==> config.mk <==
export PLATFORM = sky130hd
export DESIGN_NAME = fetch_stage
export DESIGN_NICKNAME = d
export VERILOG_FILES = /design/src/rtl/fetch_stage.sv
export SDC_FILE = /design/constraint.sdc
export NUM_CORES = 1
export LEC_CHECK = 0
export ABC_AREA = 1
export CAP_MARGIN = 20
export CORE_MARGIN = 5
export CORE_UTILIZATION = 48
export DETAILED_ROUTE_END_ITERATION = 6
export GPL_TIMING_DRIVEN = 0
export PLACE_DENSITY = 0.85
export RECOVER_POWER = 25
export SLEW_MARGIN = 30
export SYNTH_ARGS = -nofsm -noshare
export SYNTH_HDL_FRONTEND = slang
export SYNTH_SLANG_ARGS = --single-unit
==> constraint.sdc <==
create_clock -name clk -period 2 [get_ports clk]
set_clock_uncertainty 0.15 [all_clocks]
set_input_delay 0.4 -clock clk [delete_from_list [all_inputs] [get_ports clk]]
set_output_delay 0.4 -clock clk [all_outputs]
set_load 0.05 [all_outputs]
==> src/rtl/fetch_stage.sv <==
// Instruction fetch stage: one outstanding imem request, a 1-entry skid buffer behind stall, and the IF/ID register.
// Optional HALT detection is compiled in with `define FETCH_HALT_DETECT_EN.
module fetch_stage #(
    parameter logic [15:0] RESET_PC = 16'h0000
) (
    input  logic        clk,
    input  logic        rst_n,
    output logic        imem_req,
    output logic [15:0] imem_addr,
    input  logic        imem_valid,
    input  logic [15:0] imem_rdata,
    input  logic        stall,
    input  logic        redirect,
    input  logic [15:0] redirect_pc,
    output logic        if_id_valid,
    output logic [15:0] if_id_instr,
    output logic [15:0] if_id_pc,
    output logic [4:0]  if_id_opcode,
    output logic        halted
);

`ifdef FETCH_HALT_DETECT_EN
    localparam logic [4:0] HALT_OPCODE = 5'h1F;
`endif

    typedef enum logic [1:0] {S_FETCH, S_HOLD, S_HALTED} state_t;

    state_t      state, state_n;
    logic [15:0] pc, pc_n;
    logic        drop, drop_n;
    logic [15:0] buf_q, buf_n;
    logic        v_n;
    logic [15:0] instr_n, ipc_n;
    logic        load;
    logic [15:0] load_word;

    assign imem_req     = (state == S_FETCH);
    assign imem_addr    = pc;
    assign if_id_opcode = if_id_instr[15:11];

`ifdef FETCH_HALT_DETECT_EN
    assign halted = (state == S_HALTED);
`else
    assign halted = 1'b0;
`endif

    always_comb begin
        state_n   = state;
        pc_n      = pc;
        drop_n    = drop;
        buf_n     = buf_q;
        v_n       = if_id_valid;
        instr_n   = if_id_instr;
        ipc_n     = if_id_pc;
        load      = 1'b0;
        load_word = '0;
        if (redirect) begin
            // a request still in flight must have its response thrown away
            pc_n    = redirect_pc;
            v_n     = 1'b0;
            buf_n   = '0;
            state_n = S_FETCH;
            drop_n  = (state == S_FETCH) && !imem_valid;
        end else begin
            unique case (state)
                S_FETCH: begin
                    if (imem_valid && drop) begin
                        drop_n = 1'b0;
                        if (!stall) v_n = 1'b0;
                    end else if (imem_valid && stall) begin
                        buf_n   = imem_rdata;
                        state_n = S_HOLD;
                    end else if (imem_valid) begin
                        load      = 1'b1;
                        load_word = imem_rdata;
                    end else if (!stall) begin
                        v_n = 1'b0;
                    end
                end
                S_HOLD: begin
                    if (!stall) begin
                        load      = 1'b1;
                        load_word = buf_q;
                        buf_n     = '0;
                        state_n   = S_FETCH;
                    end
                end
                S_HALTED: begin
                    if (!stall) v_n = 1'b0;
                end
                default: state_n = S_FETCH;
            endcase
            if (load) begin
                v_n     = 1'b1;
                instr_n = load_word;
                ipc_n   = pc;
                pc_n    = pc + 16'd1;
`ifdef FETCH_HALT_DETECT_EN
                if (load_word[15:11] == HALT_OPCODE) state_n = S_HALTED;
`endif
            end
        end
    end

    always_ff @(posedge clk or negedge rst_n) begin
        if (!rst_n) begin
            state       <= S_FETCH;
            pc          <= RESET_PC;
            drop        <= 1'b0;
            buf_q       <= '0;
            if_id_valid <= 1'b0;
            if_id_instr <= '0;
            if_id_pc    <= '0;
        end else begin
            state       <= state_n;
            pc          <= pc_n;
            drop        <= drop_n;
            buf_q       <= buf_n;
            if_id_valid <= v_n;
            if_id_instr <= instr_n;
            if_id_pc    <= ipc_n;
        end
    end

endmodule

==> images/met1.png <==
Scale: 4 px per um. Supply wires on this layer in grey.
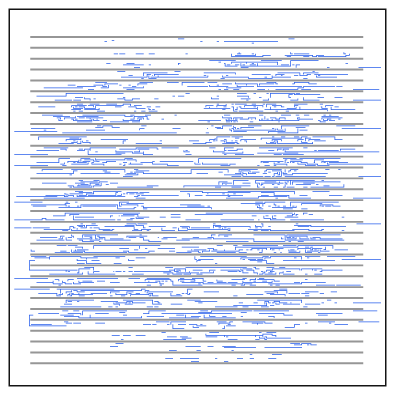
longest straight run: 28.5 um
nets with wire on the layer: 526
wire length on this layer: 3780 um
share of all routed wire: 42%

==> images/met3.png <==
Scale: 4 px per um.
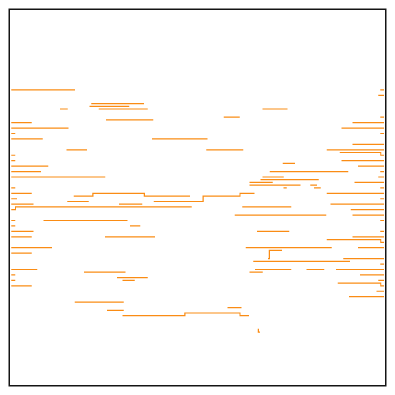
share of all routed wire: 9.0%
longest straight run: 43.9 um
main direction: horizontal
wire length on this layer: 816 um

==> images/final_placement.png <==
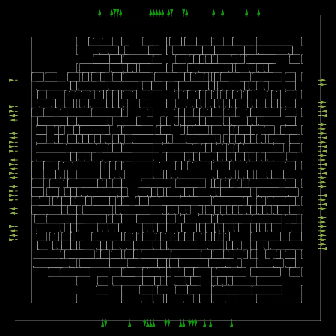
number of tapcells: 96
number of sequential cells: 67
share of the core filled with cells in the final layout: 66.59%
total of fill cells in the finished design: 578
area inside the core boundary: 0.006794 sq mm

==> summary.txt <==
Figures from the flow reports.

Outcome:
- The run finished with clean final reports.

Power:
- The run gives the total internal power as about 2500 uW.
- The run puts the power drawn by the clock network at ~970 uW.
- The run puts the power density of the placed cells at 985.2 mW/mm^2.
- The largest part of the power goes to registers.
- The run gives the total power after layout as 4457 uW.
- The run gives the power attributed to sequential cells as 1750 uW.
- The run puts the worst voltage drop across the vdd grid at around 0.53 mV.
- The run gives the combinational power as ~1700 uW.
- The run gives the combinational share of power as 38.9%.
- The run puts the sequential power share at 39.3%.
- Net switching is between 40% and 50% of the power.

Timing:
- After routing, the total negative slack on setup checks comes to 0 ns.
- Headroom to the max-slew limit came out at between 20 and 30%.
- Pins over their slew limit in the final report were tallied at 0.
- The run gives the actual transition at the worst max-transition pin as 1.095 ns.
- The run puts the count of final setup violators at 0.
- The run gives the period utilization as a little over nine tenths.
- Setup repair after global routing left no endpoint under its margin.
- Hold is met by between 0.3 and 0.4 ns.
- The run gives the hold violation count in the final report as 0.
- The run gives the achievable frequency as 0.5136 GHz.
- The run puts the time the final worst path needs with I/O delays and setup at ~1.9 ns.

Worst setup path:
- The run gives the arrival time reported for the critical path endpoint as 1.40 ns.
- The run gives the critical path's largest stage delay as 0.58 ns.
- The run gives the critical path depth as 1.
- The worst setup path is launched from a flip-flop.
- The run gives the reg-to-reg setup timing slack as approximately 0.40 ns.
- The run gives the worst reg-to-reg path cell count as 7.
- Traced cell by cell, the critical path runs through dlygate4sd2_1.
- The critical path's slowest stage uses the library cell sky130_fd_sc_hd__dlygate4sd2_1.
- The run puts the buffering stage count on the worst path with inverters included at 1.
- The run gives the biggest fanout along the worst timing path as 6.
- STA lists the endpoint of the worst register-to-register path as imem_addr[12]$_DFFE_PN0P_.
- OpenSTA lists the critical path endpoint as imem_addr[5].
- The run gives the critical path class as reg2out.
- The launch point of the worst register-to-register path is recorded as imem_addr[1]$_DFFE_PN0P_.
- STA classifies the critical path endpoint as an output port.
- Grouping stages by cell kind, the critical path spends the most delay in buffers and inverters.
- The run gives the endpoint required time on the critical path as 1.45 ns.

Finish:
- The run gives the non-clock buffer contribution to total cell area as 22.79%.
- The run gives the number of antenna diodes as 0.
- The run gives the filler-free cell count of the finished design as 638.
- Leaving out fill and tap cells, the most frequent cells in the layout are sky130_fd_sc_hd__nand2_1 (152), sky130_fd_sc_hd__dfrtp_1 (67), sky130_fd_sc_hd__dlygate4sd2_1 (54).
- The layout has about 50 inverters outside the clock class.
- The run puts the post-layout net count at 576.
- The run gives the number of clock buffers in the layout as 12.
- Relative to the synthesized area, the layout overhead comes to 34.32%.
- The run gives the combinational gate area as between 0.001 and 0.0015 sq mm.
- The run gives the fraction of area in multi-input gates as 29.73%.
- Per the layout area report, the register area comes to roughly 0.0017 sq mm.
- The run gives the layout cell share with drive strength beyond 1 as 8.303%.
- Leaving out the clock tree, the finished layout contains a buffer count of between 100 and 150.
- Leaving out fill and tap cells, the most frequent cell in the layout is sky130_fd_sc_hd__nand2_1.
- The run puts the clock-cell share of area at 3.540%.
- The run gives the final cell area excluding filler cells as approximately 0.0045 sq mm.
- The run puts the proportion of cell area occupied by registers at between 30% and 40%.

Job:
- The run gives the number of warning messages in the logs as 26.
- The run puts the tally of max-capacitance violations at 0.

Yosys:
- In the synthesized netlist the dominant register cell turns out to be sky130_fd_sc_hd__dfrtp_1.
- For reference, compound AND-OR and OR-AND cells occupy ~9.9% of the area reported after synthesis.
- The run puts the area share of the largest cell type after synthesis at 49.78%.
- The commonest cells after synthesis are sky130_fd_sc_hd__nand2_1 (152), sky130_fd_sc_hd__dfrtp_1 (67), sky130_fd_sc_hd__inv_1 (48), sky130_fd_sc_hd__nand3_1 (47), sky130_fd_sc_hd__nor2_1 (25).
- The cell area that synthesis handed to floorplanning was 0.003368 sq mm.
- Yosys instantiated no cell more often than sky130_fd_sc_hd__nand2_1.
- The run gives the total cell area reported by yosys after synthesis as approximately 0.0034 sq mm.
- The warning tally printed by Yosys for this design is 0.
- Among the non-sequential cells, simple AND/OR/NAND/NOR gates take the most area.
- The run puts the distinct cell type count of the synthesized netlist at 25.
- The run puts the arithmetic-cell share of the synthesized area counting full adders, half adders and majority gates at 0.3715%.
- Per the post-synthesis stats, the area per cell is between 7 and 8 sq um.
- The run puts the number of synthesized register bits at 67.
- Synthesis handed over a netlist of 434 instances.
- For reference, the top cells by area after synthesis are sky130_fd_sc_hd__dfrtp_1 (50%), sky130_fd_sc_hd__nand2_1 (17%), sky130_fd_sc_hd__nand3_1 (7.0%).
- The share of the Yosys chip area taken by registers is between 40% and 50%.
- After synthesis, the share of flip-flops with an asynchronous set or reset is 100.0%.
- The run puts the synthesized netlist net count at ~470.
- The run gives the cell taking the most area after synthesis as sky130_fd_sc_hd__dfrtp_1.
- Per the Yosys statistics, synthesis produced 434 cells.
- The run gives the parity-gate share of the synthesized area counting xor and xnor cells as 1.040%.

Routing:
- The run puts the detailed-routing iteration count for the pre-antenna-repair pass at 4.
- The run puts the wire length on met2 at 4424 um.
- The run gives the highest layer used for signal routing as met4.
- The run gives the average wire per cell in the routed design as around 14 um.
- In the final routing, the length of wire on met1 measures 3784 um.
- The run gives the count of routing violations after the opening detailed-route iteration as 152.
- Per the post-route antenna check, the number of violating nets is 0.
- The run puts the per-cell via count in the routed design at just over 5.
- The run puts the post-detailed-route DRC marker count at 0.
- The run gives the met3 wire length as 815 um.

Hold path:
- Counting instances, the worst hold path has a depth of 2.
- The endpoint of the worst hold path is reported as if_id_pc[6]$_DFFE_PN0P_.
- Looking at hold timing, the worst path starts from if_id_pc[6]$_DFFE_PN0P_.
- The run gives the worst hold path class as reg2reg.

Floorplan:
- After floorplanning, the core was divided into 30 placement rows.
- The run gives the top-level I/O count as 93.
- From bottom edge to top edge, the die measures ~94 um.
- The overall die size recorded for this design is between 0.008 and 0.009 sq mm.

GRT:
- Global routing consumed, on the met1 layer, 27.56% of the routing resources.
- The initial antenna violation count is 0.
- The run puts the via count of the first global-routing pass at between 3000 and 4000.
- The run puts the total global routing track utilization at 22.28%.
- The run puts the first-pass GRT wire length at 15450 um.
- Recorded from the global router log, the overflow total was 0.
- The run gives the most crowded layer after global routing as met2.
- The run puts the largest net degree at the start of global routing at between 50 and 60.
- The run puts the routing usage on met3 at 6.811%.

Clocking:
- The H-tree generated during clock tree synthesis spans 3 levels.
- The run gives the number of clock sinks seen by CTS as about 67.
- The run puts the clock insertion delay at the later pin of the skew report at 0.34 ns.
- Buffers added to address setup during post-CTS repair amount to 0.
- The run puts the number of instances resized during post-cts repair at 57.
- The run gives the clock root buffer as sky130_fd_sc_hd__clkbuf_8.
- The run puts the number of buffers on the longest clock path at 2.

Place:
- The run gives the instance area after placement as 0.004424 sq mm.
- The run puts the number of buffer cells added on primary ports at 91.
- The run gives the placer's final routability congestion estimate as 0.8682.
- The run gives the placed wire-length estimate as 6638 um.
==> images/met4.png <==
Scale: 4 px per um. Supply wires on this layer in grey.
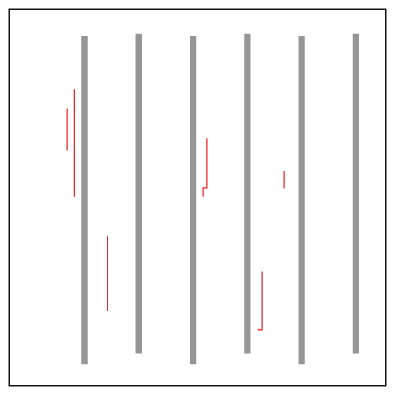
share of all routed wire: 0.99%
wire length on this layer: 89.8 um
total number of vias: 3236
total wirelength of the detailed-routed design: 9114 um

==> images/met2.png <==
Scale: 3 px per um. Cells faint in the background.
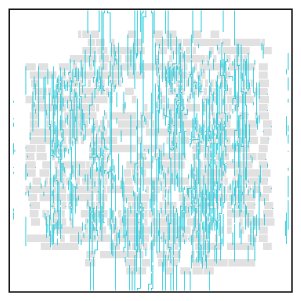
share of all routed wire: 49%
nets with wire on the layer: 465
main direction: vertical
met2 usage in global routing: 36.90%

Power and IR drop assume default switching activity.
